==> src/rtl/rr_mux4_stream_if.sv <==
// rr_mux4_stream_if: four valid/ready input channels merged into one tagged output stream
interface rr_mux4_stream_if #(parameter int WIDTH = 8);
  logic [3:0]         in_valid;
  logic [4*WIDTH-1:0] in_data;
  logic [3:0]         in_last;
  logic [3:0]         in_ready;
  logic               out_valid;
  logic [WIDTH-1:0]   out_data;
  logic               out_last;
  logic [1:0]         out_sel;
  logic               out_ready;
  modport slave (
    input  in_valid, in_data, in_last, out_ready,
    output in_ready, out_valid, out_data, out_last, out_sel
  );
  modport master (
    output in_valid, in_data, in_last, out_ready,
    input  in_ready, out_valid, out_data, out_last, out_sel
  );
endinterface

==> src/rtl/rr_mux4_stream.sv <==
// rr_mux4_stream: 4:1 round-robin stream merge with packet locking and a registered output
module rr_mux4_stream #(
  parameter int WIDTH = 8
) (
  input logic              clk,
  input logic              rst,
  rr_mux4_stream_if.slave  bus
);
  typedef enum logic {IDLE, LOCKED} state_t;
  state_t     state;
  logic [1:0] ptr;
  logic [1:0] lock_ch;
  logic [1:0] g;
  logic       gv;
  logic       load_ok;
  logic       xfer;
  assign load_ok = !bus.out_valid | bus.out_ready;
  always_comb begin
    g  = lock_ch;
    gv = state == LOCKED;
    if (state == IDLE)
      for (int k = 3; k >= 0; k--)
        if (bus.in_valid[ptr + 2'(k)]) begin
          g  = ptr + 2'(k);
          gv = 1'b1;
        end
  end
  // ready never looks at data/last, only at valid and the output register
  assign bus.in_ready = (gv && load_ok && !rst) ? 4'b0001 << g : 4'b0000;
  assign xfer = |(bus.in_valid & bus.in_ready);
  always_ff @(posedge clk) begin
    if (rst) begin
      state         <= IDLE;
      ptr           <= 2'd0;
      lock_ch       <= 2'd0;
      bus.out_valid <= 1'b0;
      bus.out_data  <= '0;
      bus.out_last  <= 1'b0;
      bus.out_sel   <= 2'd0;
    end else if (xfer) begin
      bus.out_valid <= 1'b1;
      bus.out_data  <= bus.in_data[int'(g)*WIDTH +: WIDTH];
      bus.out_last  <= bus.in_last[g];
      bus.out_sel   <= g;
      state         <= bus.in_last[g] ? IDLE : LOCKED;
      lock_ch       <= g;
      ptr           <= bus.in_last[g] ? g + 2'd1 : ptr;
    end else if (bus.out_ready) begin
      bus.out_valid <= 1'b0;
    end
  end
endmodule

==> src/flat_wrapper.sv <==
// flat-port wrapper written by rule: the top's interface ports become plain ports
module rr_mux4_stream_flat 
#(
  parameter int WIDTH = 8
)
  (clk, rst, bus_in_valid, bus_in_data, bus_in_last, bus_out_ready, bus_in_ready, bus_out_valid, bus_out_data, bus_out_last, bus_out_sel);
  rr_mux4_stream_if #(.WIDTH(WIDTH)) bus_i ();
  input logic clk;
  input logic rst;
  input wire logic [$bits(bus_i.in_valid)-1:0] bus_in_valid;
  input wire logic [$bits(bus_i.in_data)-1:0] bus_in_data;
  input wire logic [$bits(bus_i.in_last)-1:0] bus_in_last;
  input wire logic [$bits(bus_i.out_ready)-1:0] bus_out_ready;
  output wire logic [$bits(bus_i.in_ready)-1:0] bus_in_ready;
  output wire logic [$bits(bus_i.out_valid)-1:0] bus_out_valid;
  output wire logic [$bits(bus_i.out_data)-1:0] bus_out_data;
  output wire logic [$bits(bus_i.out_last)-1:0] bus_out_last;
  output wire logic [$bits(bus_i.out_sel)-1:0] bus_out_sel;
  assign bus_i.in_valid = bus_in_valid;
  assign bus_i.in_data = bus_in_data;
  assign bus_i.in_last = bus_in_last;
  assign bus_i.out_ready = bus_out_ready;
  assign bus_in_ready = bus_i.in_ready;
  assign bus_out_valid = bus_i.out_valid;
  assign bus_out_data = bus_i.out_data;
  assign bus_out_last = bus_i.out_last;
  assign bus_out_sel = bus_i.out_sel;
  rr_mux4_stream #(.WIDTH(WIDTH)) u_core (.clk(clk), .rst(rst), .bus(bus_i));
endmodule
==> config.mk <==
export PLATFORM = sky130hd
export DESIGN_NAME = rr_mux4_stream_flat
export DESIGN_NICKNAME = d
export VERILOG_FILES = /design/src/rtl/rr_mux4_stream_if.sv /design/src/rtl/rr_mux4_stream.sv /design/src/flat_wrapper.sv
export SDC_FILE = /design/constraint.sdc
export NUM_CORES = 1
export LEC_CHECK = 0
export ABC_AREA = 1
export CORE_MARGIN = 1.5
export CORE_UTILIZATION = 40
export CTS_CLUSTER_SIZE = 8
export DETAILED_ROUTE_END_ITERATION = 10
export PLACE_DENSITY = 0.81
export SYNTH_ARGS = -nofsm -noshare
export SYNTH_HDL_FRONTEND = slang
export SYNTH_SLANG_ARGS = --single-unit
==> constraint.sdc <==
create_clock -name clk -period 2.13 [get_ports clk]
set_input_delay 0.213 -clock clk [delete_from_list [all_inputs] [get_ports clk]]
set_output_delay 0.213 -clock clk [all_outputs]
set_load 0.05 [all_outputs]
### Cell area per tile, run 1

Scale: 6 px per um. The die is cut into 11 by 11 equal tiles; dark blue is low, red is high, 0 to 100% covered.
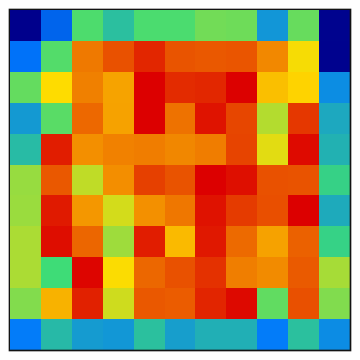
The densest ninth of the die: middle. 56% of the tiles are over 75% full. 2.5% of the tiles are nearly empty. The fullest tile reaches 100%.

### Routed clock nets over the placement, run 1

Scale: 6 px per um.
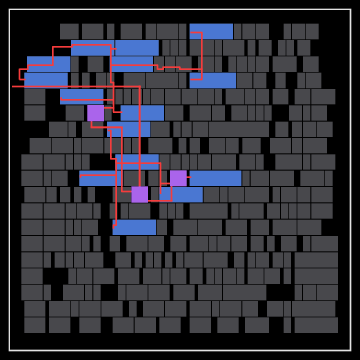
Blue is flip-flops, count 15. Purple is cells driving clock nets, count 3. Red is clock wires, length 189 um.
There are 4 routed clock nets.

### Port wiring, run 1

Scale: 4 px per um.
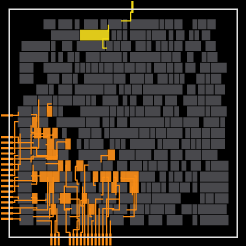
Yellow is `bus_out_last`, bits 1, direction output, edge top, end cells 1, buffers 1, wire 11.6 um. Orange is `bus_in_data`, bits 32, direction input, edge 17 left, 15 bottom, end cells 32, buffers 32, wire 431 um.

==> reports/qor.rpt, run 1 <==
====================================================================================================
Cells in synth_stat.txt                                                                          204
Area growth syn-to-layout                                                                       102%
Violations in the final reports                                                         setup timing
Maximum number of pins on one net before global-route repair                                      14
Maximum clock frequency                                                                    0.447 GHz
Number of setup violations in the final report                                                    17
Init Core Util                                                                                 0.421
Critical path data arrival time                                                              2.02 ns
Number of global-route vias before repair                                                      1,569
Die area                                                                                0.00321 sq mm
Number of warnings in the stage logs                                                              28
Static Leakage                                                                               1.06 nW
Mux cell area share after synthesis                                                                0
IO Pins                                                                                           59
Crit path required time                                                                      1.92 ns
Final Cell Area                                                                         0.00232 sq mm
Outcome                                                                                 finished, violations left
Synth Warn #                                                                                       0
End point of the critical path                                                          bus_in_ready[3]
Most congested layer reported by global routing                                                 met2
Clock-pin slew reported for the worst setup and hold paths after clock tree synthesis        0.10 ns
GRT met2 Usage                                                                                 0.497
Iteration count of the initial detailed-routing pass                                               4
# placed instances                                                                               312
Average cell area after synthesis                                                         5.64 sq um
Max-slew headroom at the worst pin                                                             0.648
Count of cells along the worst register-to-register path                                          19
Setup slack after layout                                                                   -0.105 ns
Reg-to-reg endpoint                                                                     u_core.bus.out_data[1]
Max cap viols                                                                                      0
Startpoint of the worst setup timing path                                               u_core.ptr[0]
Placement Setup Slack                                                                      -0.328 ns
Fraction of met1 tracks used by global routing                                                 0.275
Most instantiated logic cell after routing                                              sky130_fd_sc_hd__clkdlybuf4s50_1
====================================================================================================
==> run 1: synthesized netlist by cell type <==
library cell,count,area (sq um)
sky130_fd_sc_hd__nand2_1,65,244
sky130_fd_sc_hd__nor2_1,36,135
sky130_fd_sc_hd__inv_1,21,78.8
sky130_fd_sc_hd__dfxtp_1,15,300
sky130_fd_sc_hd__o21ai_0,12,60.1
sky130_fd_sc_hd__nand3_1,11,55.1
sky130_fd_sc_hd__a21oi_1,8,40.0
sky130_fd_sc_hd__o211ai_1,8,60.1
sky130_fd_sc_hd__o21ai_1,7,35.0
sky130_fd_sc_hd__inv_2,3,11.3
sky130_fd_sc_hd__nor2_2,3,18.8
sky130_fd_sc_hd__clkbuf_1,2,7.51
sky130_fd_sc_hd__nand2_4,2,22.5
sky130_fd_sc_hd__nand3b_1,2,15.0
sky130_fd_sc_hd__nand4_1,2,12.5
sky130_fd_sc_hd__a31oi_1,1,6.26
sky130_fd_sc_hd__a41oi_1,1,8.76
sky130_fd_sc_hd__buf_2,1,5.00
sky130_fd_sc_hd__buf_4,1,7.51
sky130_fd_sc_hd__buf_6,1,11.3
sky130_fd_sc_hd__nand2_2,1,6.26
sky130_fd_sc_hd__xor2_1,1,8.76
==> run 1: worst max-delay path: stages (launching register included) <==
cell and delay, ns:
sky130_fd_sc_hd__dfxtp_4 0.40, sky130_fd_sc_hd__buf_6 0.13, sky130_fd_sc_hd__nand2_2 0.08, sky130_fd_sc_hd__nand3_2 0.08, sky130_fd_sc_hd__nand2_2 0.07, sky130_fd_sc_hd__inv_2 0.07, sky130_fd_sc_hd__nand3_1 0.09, sky130_fd_sc_hd__nand2_1 0.07
sky130_fd_sc_hd__nand2_1 0.06, sky130_fd_sc_hd__nand2_2 0.09, sky130_fd_sc_hd__nand2_4 0.07, sky130_fd_sc_hd__nand2_4 0.11, sky130_fd_sc_hd__nand3_2 0.08, sky130_fd_sc_hd__buf_4 0.15, sky130_fd_sc_hd__inv_2 0.05, sky130_fd_sc_hd__buf_12 0.13
==> run 1: what timing repair did <==
action,in CTS,in global routing
setup buffers,5,5
hold buffers,0,0
resized,36,50
pin swaps,15,25
endpoints found under the setup margin,19,19
endpoints found under the hold margin,0,0
==> run 1: report_power, final <==
part,total (mW),switching (mW),internal [mW]
Combinational,2.75,1.59,1.16
Sequential,0.465,0.0878,0.377
Clock,0.163,0.0929,0.0698
==> run 1: layout make-up <==
class	instances	area, sq um
sequential	15	305
tap	31	38.8
fill	168	409
clock inverter	1	5.00
clock buffer	3	22.5
timing repair buffer	90	902
multi-input combinational	160	948
inverter	24	103
==> run 1: routing by layer <==
metal | part of all wire | vias to the layer above
li1 | - | 835
met2 | 0.56 | 56
met5 | 0 | -
met3 | 0.055 | 4
met4 | 0.0094 | 0
met1 | 0.37 | 774
==> run 1: flip-flops by register name, indices dropped and copies added, names as in the netlist <==
signal,cells
u_core.state,1
u_core.bus.out_last,1
u_core.bus.out_sel,2
u_core.bus.out_data,8
u_core.ptr,2
u_core.bus.out_valid,1
### Routing congestion, run 1

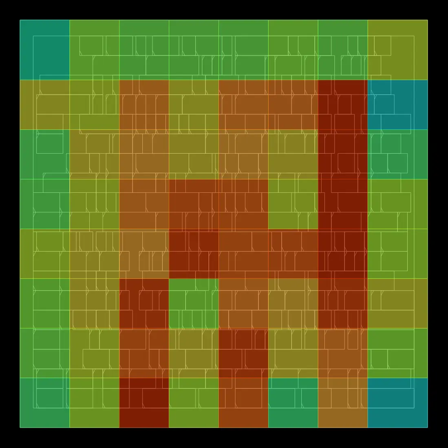

--- run 2 (diff from run 1) ---
- PLACE_DENSITY: 0.81 -> 0.92
### Routing congestion, run 2

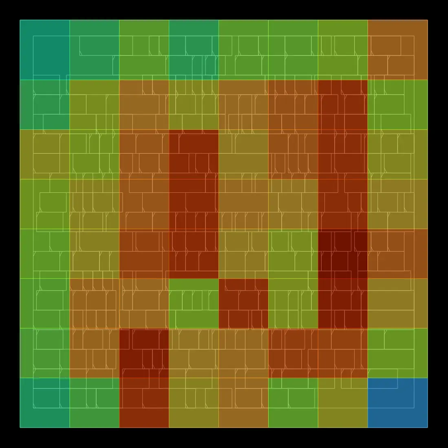
met3 layer usage reported by global route: 0.0392
Routed WL per cell: 14.7 um
share of the core filled with cells: 0.837

### Port wiring, run 2

Scale: 4 px per um.
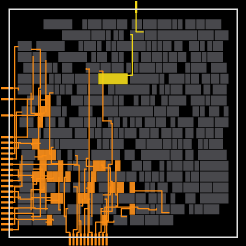
Orange is `bus_in_data`, bits 32, direction input, edge 21 left, 11 bottom, end cells 32, buffers 32, wire 632 um. Yellow is `bus_out_last`, bits 1, direction output, edge top, end cells 1, buffers 1, wire 19.1 um.

==> run 2 against run 1 <==
  * The flow still finishes with violations (setup timing)
  * Clock power rose by 6%
  * Flip-flop count unchanged
  * Non-clock buffer count down 3
  * Largest cell class unchanged
  * Utilization decreased by 1.3 points
  * Routed wire length rose by 7.8%
  * Critical path type is now register to register
  * Via count increased by 1.8%
  * Area after synthesis stayed put
  * First-iteration DRC count up 60%
  * Largest power group unchanged
  * Clock skew decreased by 0.0054 ns
  * Critical path depth is 3 higher
  * Worst hold slack got worse by 0.0041 ns
==> reports/qor.rpt, run 2 <==
===========================================================================
Setup slack after layout                                          -0.174 ns   was -0.105 ns
Iteration count of the initial detailed-routing pass                      4   unchanged
Top post-synthesis cells by area                               sky130_fd_sc_hd__dfxtp_1, sky130_fd_sc_hd__nand2_1, sky130_fd_sc_hd__nor2_1   unchanged
Flip-flop count of the largest register after layout                      8   unchanged
Register with the highest flop count                           u_core.bus.out_data   unchanged
Share of the synthesized area in the top cell type                    0.261   unchanged
Most frequent cell after synthesis                             sky130_fd_sc_hd__nand2_1   unchanged
Outcome                                                        finished, violations left   unchanged
Synth Warn #                                                              0   unchanged
Maximum number of pins on one net before global-route repair             14   unchanged
Number of setup violations in the final report                           18   was 17
Count of cells along the worst register-to-register path                 18   was 19
Count of flip-flops with a built-in enable after synthesis                0   unchanged
Commonest cells in the synthesized netlist                     sky130_fd_sc_hd__nand2_1, sky130_fd_sc_hd__nor2_1, sky130_fd_sc_hd__inv_1   unchanged
Met2 routed WL                                                      2630 um   was 2450 um
Met1 routed wirelength after detailed routing                       1660 um   was 1640 um
Comb area                                                         943 sq um   was 948 sq um
Async set-or-reset flop fraction in the synthesized netlist               0   unchanged
Most instantiated logic cell after routing                     sky130_fd_sc_hd__clkdlybuf4s50_1   unchanged
# placed instances                                                      310   was 312
Fillcell total                                                          173   was 168
Area growth syn-to-layout                                             99.0%   was 102%
Leading registers by flop count                                u_core.bus.out_data: 8 flops, u_core.bus.out_sel: 2 flops, u_core.ptr: 2 flops   unchanged
Average cell area after synthesis                                5.64 sq um   unchanged
Violations in the final reports                                setup timing   unchanged
===========================================================================
## run 2: what timing repair did
action                                  CTS  global route
buffers inserted                          5             2
endpoints found under the hold margin     0             0
endpoints found under the setup margin   19            19
pin swaps                                10            11
gates resized                            38            47
hold buffers                              0             0
## run 2: worst max path at each step
stage / startpoint / to / slack [ns] / cells after the start
5_1_grt: u_core.ptr[0] / u_core.bus.out_data[4] / -0.29 / 18
3_5_place_dp: bus_in_valid[2] / u_core.bus.out_data[5] / -0.31 / 16
6_report: u_core.ptr[0] / u_core.bus.out_sel[0] / -0.17 / 18
4_1_cts: u_core.ptr[0] / bus_in_ready[0] / -0.04 / 12
2_1_floorplan: u_core.ptr[0] / u_core.ptr[1] / 0.21 / 18
3_3_place_gp: bus_in_valid[2] / u_core.bus.out_data[5] / -0.26 / 16
## run 2: report_power, final
| group | switching, mW | internal, mW |
|---|---|---|
| Combinational | 1.57 | 1.11 |
| Sequential | 0.0911 | 0.380 |
| Clock | 0.103 | 0.0698 |
## run 2: logic make-up (layout without fill, tap and decap cells)
group,after synthesis,count (layout),share of synthesized area
AOI/OAI and AO/OA,37,37,0.183
xor gates and xnor gates,1,1,0.00762
buffers and inverters,29,115,0.106
DFF,15,15,0.261
and+or+nand+nor,122,122,0.443
## run 2: layout make-up
cell class                      instances  area share
Multi-Input combinational cell        160       0.412
Clock buffer                            3     0.00984
Tap cell                               31      0.0169
Clock inverter                          1     0.00219
Timing Repair Buffer                   87       0.379
Inverter                               24      0.0448
Sequential cell                        15       0.134
## run 2: metal layers
metal / track usage / vias to the layer above
met3: 0.0392 / 14
li1: - / 826
met1: 0.303 / 791
met4: 0.0680 / 0
met2: 0.547 / 68
met5: 0 / -
## run 2: worst max-delay path, stage by stage (launching register included)
cell and delay (ns):
sky130_fd_sc_hd__dfxtp_4 0.39, sky130_fd_sc_hd__buf_6 0.13, sky130_fd_sc_hd__nand2_1 0.08, sky130_fd_sc_hd__nand2_2 0.09
sky130_fd_sc_hd__nand2_2 0.07, sky130_fd_sc_hd__nand2_1 0.09, sky130_fd_sc_hd__a21oi_2 0.11, sky130_fd_sc_hd__nand2_1 0.06
sky130_fd_sc_hd__nand2_1 0.07, sky130_fd_sc_hd__nand2_2 0.09, sky130_fd_sc_hd__nand2_4 0.09, sky130_fd_sc_hd__nand2_4 0.07
sky130_fd_sc_hd__nand3_2 0.08, sky130_fd_sc_hd__nor2_1 0.06, sky130_fd_sc_hd__nor2_2 0.21, sky130_fd_sc_hd__nand2_4 0.13
sky130_fd_sc_hd__buf_4 0.16, sky130_fd_sc_hd__o21ai_1 0.14, sky130_fd_sc_hd__nor2_1 0.07
## run 2: metrics by stage
step           worst slack (ns)  cell area, sq um
2_1_floorplan             0.212              1150
3_3_place_gp             -0.260              1960
3_5_place_dp             -0.310              1960
4_1_cts                 -0.0384              2120
5_1_grt                  -0.293              2290
6_report                 -0.174              2290
Power figures rest on the tool's default switching activity, not on a simulated workload.
